`config.mk`:
```
export PLATFORM = sky130hd
export DESIGN_NAME = tile_writeback_dma
export DESIGN_NICKNAME = d
export VERILOG_FILES = /design/src/rtl/tile_writeback_dma.sv
export SDC_FILE = /design/constraint.sdc
export NUM_CORES = 2
export LEC_CHECK = 0
export CAP_MARGIN = 20
export CORE_ASPECT_RATIO = 0.8
export CORE_UTILIZATION = 55
export CTS_CLUSTER_DIAMETER = 100
export CTS_CLUSTER_SIZE = 30
export DETAILED_ROUTE_END_ITERATION = 7
export PLACE_DENSITY_LB_ADDON = 0.25
export SLEW_MARGIN = 20
export SYNTH_ARGS = -nofsm -noshare
export SYNTH_HDL_FRONTEND = slang
export SYNTH_SLANG_ARGS = --single-unit
```
`constraint.sdc`:
```
create_clock -name clk -period 14.71 [get_ports clk]
set_input_delay 2.942 -clock clk [delete_from_list [all_inputs] [get_ports clk]]
set_output_delay 2.942 -clock clk [all_outputs]
set_load 0.02 [all_outputs]
```
`src/rtl/tile_writeback_dma.sv`:
```
// tile_writeback_dma: captures an accumulator tile, shifts/saturates each element and writes it row-major into DRAM
module tile_writeback_dma #(
  parameter int TILE_SIZE = 4,
  parameter int DATA_WIDTH = 16,
  parameter int ACC_WIDTH = 32,
  parameter int ADDR_WIDTH = 16,
  parameter int MATRIX_SIZE = 16
) (
  input  logic                                    clk,
  input  logic                                    rst,
  input  logic                                    start,
  input  logic [TILE_SIZE*TILE_SIZE*ACC_WIDTH-1:0] result_flat,
  input  logic [ADDR_WIDTH-1:0]                   dst_base,
  input  logic [$clog2(MATRIX_SIZE+1)-1:0]        matrix_size,
  input  logic [ADDR_WIDTH-1:0]                   tile_row,
  input  logic [ADDR_WIDTH-1:0]                   tile_col,
  input  logic [4:0]                              shift,
  output logic                                    dram_wr_valid,
  input  logic                                    dram_wr_ready,
  output logic [ADDR_WIDTH-1:0]                   dram_addr,
  output logic [DATA_WIDTH-1:0]                   dram_data,
  output logic                                    busy,
  output logic                                    done,
  output logic                                    err
);
  localparam int CNTW = $clog2(TILE_SIZE + 1);
  localparam int CW = ADDR_WIDTH + CNTW + 1;
  localparam logic signed [ACC_WIDTH-1:0] MAXV = ACC_WIDTH'((1 << (DATA_WIDTH - 1)) - 1);
  localparam logic signed [ACC_WIDTH-1:0] MINV = ~MAXV;
  localparam logic [CNTW-1:0] LAST = CNTW'(TILE_SIZE - 1);
  typedef enum logic [1:0] {IDLE, WRITE, FINISH} state_t;
  state_t state_q, state_d;
  logic [TILE_SIZE*TILE_SIZE*ACC_WIDTH-1:0] tile_q, tile_d;
  logic [4:0] shift_q, shift_d;
  logic [ADDR_WIDTH-1:0] n_q, n_d, row_q, row_d, addr_q, addr_d;
  logic [CNTW-1:0] r_q, r_d, c_q, c_d;
  logic [DATA_WIDTH-1:0] data_q, data_d;
  logic err_q, err_d;
  logic [CW-1:0] row_end, col_end;
  logic [ADDR_WIDTH-1:0] n_a, first_addr;
  logic in_range, hs, last;

  function automatic logic [DATA_WIDTH-1:0] sat(input logic [ACC_WIDTH-1:0] a, input logic [4:0] sh);
    logic signed [ACC_WIDTH-1:0] s;
    s = $signed(a) >>> sh;
    return s > MAXV ? {1'b0, {(DATA_WIDTH-1){1'b1}}} : s < MINV ? {1'b1, {(DATA_WIDTH-1){1'b0}}} : s[DATA_WIDTH-1:0];
  endfunction

  assign n_a = ADDR_WIDTH'(matrix_size);
  assign row_end = (CW'(tile_row) + CW'(1)) * CW'(TILE_SIZE);
  assign col_end = (CW'(tile_col) + CW'(1)) * CW'(TILE_SIZE);
  assign in_range = matrix_size != '0 && row_end <= CW'(matrix_size) && col_end <= CW'(matrix_size);
  assign first_addr = dst_base + tile_row * ADDR_WIDTH'(TILE_SIZE) * n_a + tile_col * ADDR_WIDTH'(TILE_SIZE);
  assign hs = state_q == WRITE && dram_wr_ready;
  assign last = r_q == LAST && c_q == LAST;

  always_comb begin
    state_d = state_q;
    tile_d = tile_q;
    shift_d = shift_q;
    n_d = n_q;
    row_d = row_q;
    r_d = r_q;
    c_d = c_q;
    addr_d = addr_q;
    data_d = data_q;
    err_d = 1'b0;
    if (state_q == IDLE && start && in_range) begin
      state_d = WRITE;
      tile_d = result_flat;
      shift_d = shift;
      n_d = n_a;
      row_d = first_addr;
      r_d = '0;
      c_d = '0;
      addr_d = first_addr;
      data_d = sat(result_flat[ACC_WIDTH-1:0], shift);
    end else if (state_q == IDLE && start) begin
      err_d = 1'b1;
    end else if (hs && last) begin
      state_d = FINISH;
    end else if (hs) begin
      r_d = c_q == LAST ? r_q + CNTW'(1) : r_q;
      c_d = c_q == LAST ? '0 : c_q + CNTW'(1);
      row_d = c_q == LAST ? row_q + n_q : row_q;
      addr_d = c_q == LAST ? row_q + n_q : addr_q + ADDR_WIDTH'(1);
      data_d = sat(tile_q[(int'(r_d) * TILE_SIZE + int'(c_d)) * ACC_WIDTH +: ACC_WIDTH], shift_q);
    end else if (state_q == FINISH) begin
      state_d = IDLE;
    end
  end

  always_ff @(posedge clk) begin
    if (rst) begin
      state_q <= IDLE;
      tile_q <= '0;
      shift_q <= '0;
      n_q <= '0;
      row_q <= '0;
      r_q <= '0;
      c_q <= '0;
      addr_q <= '0;
      data_q <= '0;
      err_q <= 1'b0;
    end else begin
      state_q <= state_d;
      tile_q <= tile_d;
      shift_q <= shift_d;
      n_q <= n_d;
      row_q <= row_d;
      r_q <= r_d;
      c_q <= c_d;
      addr_q <= addr_d;
      data_q <= data_d;
      err_q <= err_d;
    end
  end

  assign dram_wr_valid = state_q == WRITE;
  assign busy = state_q == WRITE;
  assign done = state_q == FINISH;
  assign err = err_q;
  assign dram_addr = addr_q;
  assign dram_data = data_q;
endmodule

```
Fig. 1: cell density map
Drawn at 1.5 px/µm. The die is cut into 28 by 22 equal tiles; black is low, pale yellow is high, 0 to 100% covered.
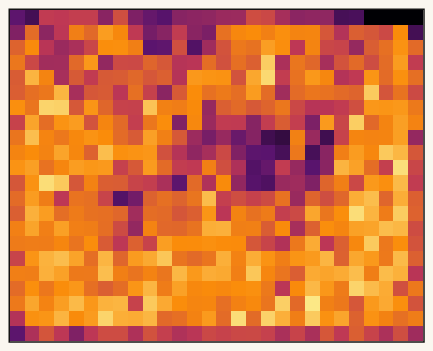
fullest tile: 95%
mean over tiles: 63%
nearly empty tiles: 0.60%
tiles over 75% full: 28%
Initial Utilization: 56.15%
core area: 58620 µm²

Fig. 2: placed cells, one colour a class
Drawn at 1 px/µm.
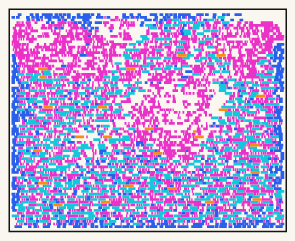
| class | colour | cells |
|---|---|---|
| remaining logic cells | magenta | 3230 |
| sequential cells | cyan | 579 |
| remaining buffers and delay cells | blue | 648 |
| clock drivers and dummy loads | orange | 27 |
post-route core utilization: 67.46%
Design Area, Final: 39540 µm²
Seq area share: 29.31%
row count: 79

flip-flops by register name, summed over array words and instances, names as in the netlist:
name	count
c_q	3
tile_q	512
dram_addr	16
dram_data	16
state_q	2
shift_q	5
r_q	3
err	1
n_q	5
row_q	16
cells by family after synthesis:
kind of cell | after synthesis | share of synthesized area, %
AND/OR/NAND/NOR | 1654 | 20.96
XOR/XNOR | 63 | 1.677
flip-flops | 579 | 35.22
buffers and inverters | 418 | 5.680
AND-OR/OR-AND | 1039 | 18.83
multiplexers | 285 | 13.13
adder cells (fa/ha/maj) | 92 | 4.501
layout make-up:
cell class                 instances  area share (%)
multi-input combinational       3133           49.32
sequential                       579           29.31
timing repair buffer             648           16.29
tap                              769           2.433
clock buffer                      24           1.465
inverter                          97          0.9208
antenna                           27          0.1709
clock inverter                     3         0.08543
worst max-delay path, delay by kind of cell:
family	cells	cell delay, ns
simple gates	6	0.96
xor+xnor	2	0.27
fa+ha+maj	6	2.61
compound gates	9	1.27
buf+inv	3	0.83
routing by layer:
metal | share of wire, % | vias to the layer above | global-route usage (%)
met4 | 4.4 | 14 | 15.60
li1 | - | 15029 | -
met2 | 43 | 1767 | 57.61
met3 | 11 | 270 | 7.998
met1 | 42 | 15719 | 55.79
met5 | 0.072 | - | 0
through the flow:
step | worst slack, ns | hold WS [ns]
finish | 6.346 | 0.4530
detailed placement | 5.735 | 0.4399
CTS | 6.350 | 0.4543
global route | 5.985 | 0.4669
floorplan | 6.684 | 0.4270
global placement | 5.860 | 0.4339
power by group through the flow:
stage / registers [µW] / clock network, µW / logic (µW)
final: 1570 / 795 / 731
after global routing: 1570 / 853 / 793
after CTS: 1570 / 800 / 718
after detailed placement: 1600 / 0 / 712
after global placement: 1600 / 0 / 709
after floorplan: 1600 / 0 / 411
==> results.sh <==
# yosys + openroad results
export IMPL_status="completed"
export IMPL_place_gp_congestion=1.004
export IMPL_place_area_um2=38860
export IMPL_yosys_stat_cells=4130
export IMPL_via_per_inst=6.212
export IMPL_synthTopCellsByArea="dfxtp_1, nand2_1, a21oi_1"
export IMPL_drt_wl_total_mm=123.1
export IMPL_maxSlewHeadroom_pct=5.506
export IMPL_cts_sinks=579
export IMPL_synth_most_common_cell="nand2_1"
export IMPL_internal_power_uw=2212
export IMPL_root_buffer="clkbuf_16"
export IMPL_warnings=48
export IMPL_hold_buffers=0
export IMPL_overflow=0
export IMPL_detail_route_antenna_nets=0
export IMPL_top_area_cell="dfxtp_1"
export IMPL_end_kind="register"
export IMPL_grt_max_degree=235
export IMPL_final_cell_mix="nand2_1, a21oi_1, clkdlybuf4s50_1"
export IMPL_yosysSeqAreaShare_pct=35.22
export IMPL_yosys_stat_area_um2=32910
export IMPL_hpwl_mm=90.52
export IMPL_synth_cells=4130
export IMPL_swShare_pct=28.50
export IMPL_place_inst=5226
export IMPL_period_used_pct=56.86
export IMPL_post_cts_buffers=0
export IMPL_layout_drive_gt1_share_pct=6.088
export IMPL_rsz0062_at_grt="no"
export IMPL_ctsResizeCount=0
export IMPL_hold_class="reg2reg"
export IMPL_crit_type="in2reg"
export IMPL_num_vias=32799
export IMPL_synth_main_ff_cell="dfxtp_1"
export IMPL_fp_nets=4796
export IMPL_max_stage_delay_ns=0.75
export IMPL_clk_latency_ns=0.62
export IMPL_crit_path_top_delay_cell="clkdlybuf4s50_1"
export IMPL_hold_path_end="tile_q[214]"
export IMPL_grt_pass1_wl_mm=181.4
export IMPL_switchingPower_uw=881.7
export IMPL_io_buffers=609
export IMPL_avgSynthCellArea_um2=7.969
export IMPL_p_seq_share_pct=50.7
export IMPL_async_flop_share_pct=0
export IMPL_dr_pass1_iters=8
export IMPL_die_w_um=275.5
export IMPL_lay_top_count="nand2_1"
export IMPL_r2r_cells=15
export IMPL_timing_setup_tns_ns=0
export IMPL_drc=0
export IMPL_hold_viol=0
export IMPL_clkTransAtPathRegs_ns=0.12
export IMPL_finalSetupViolations=0
export IMPL_syn_to_final_growth_pct=20.15
export IMPL_period_minus_slack_ns=8.364
export IMPL_synth_area_um2=32910
export IMPL_die_area_um2=60830
export IMPL_edf_count=0
export IMPL_r2r_start="c_q[0]"
export IMPL_hp_start="tile_q[214]"
export IMPL_grt_pass1_vias=29605
export IMPL_cp_required_ns=15.24
export IMPL_drtIter0Drc=4883
export IMPL_ioPinCount=610
Power is estimated from default activity; no workload was simulated.
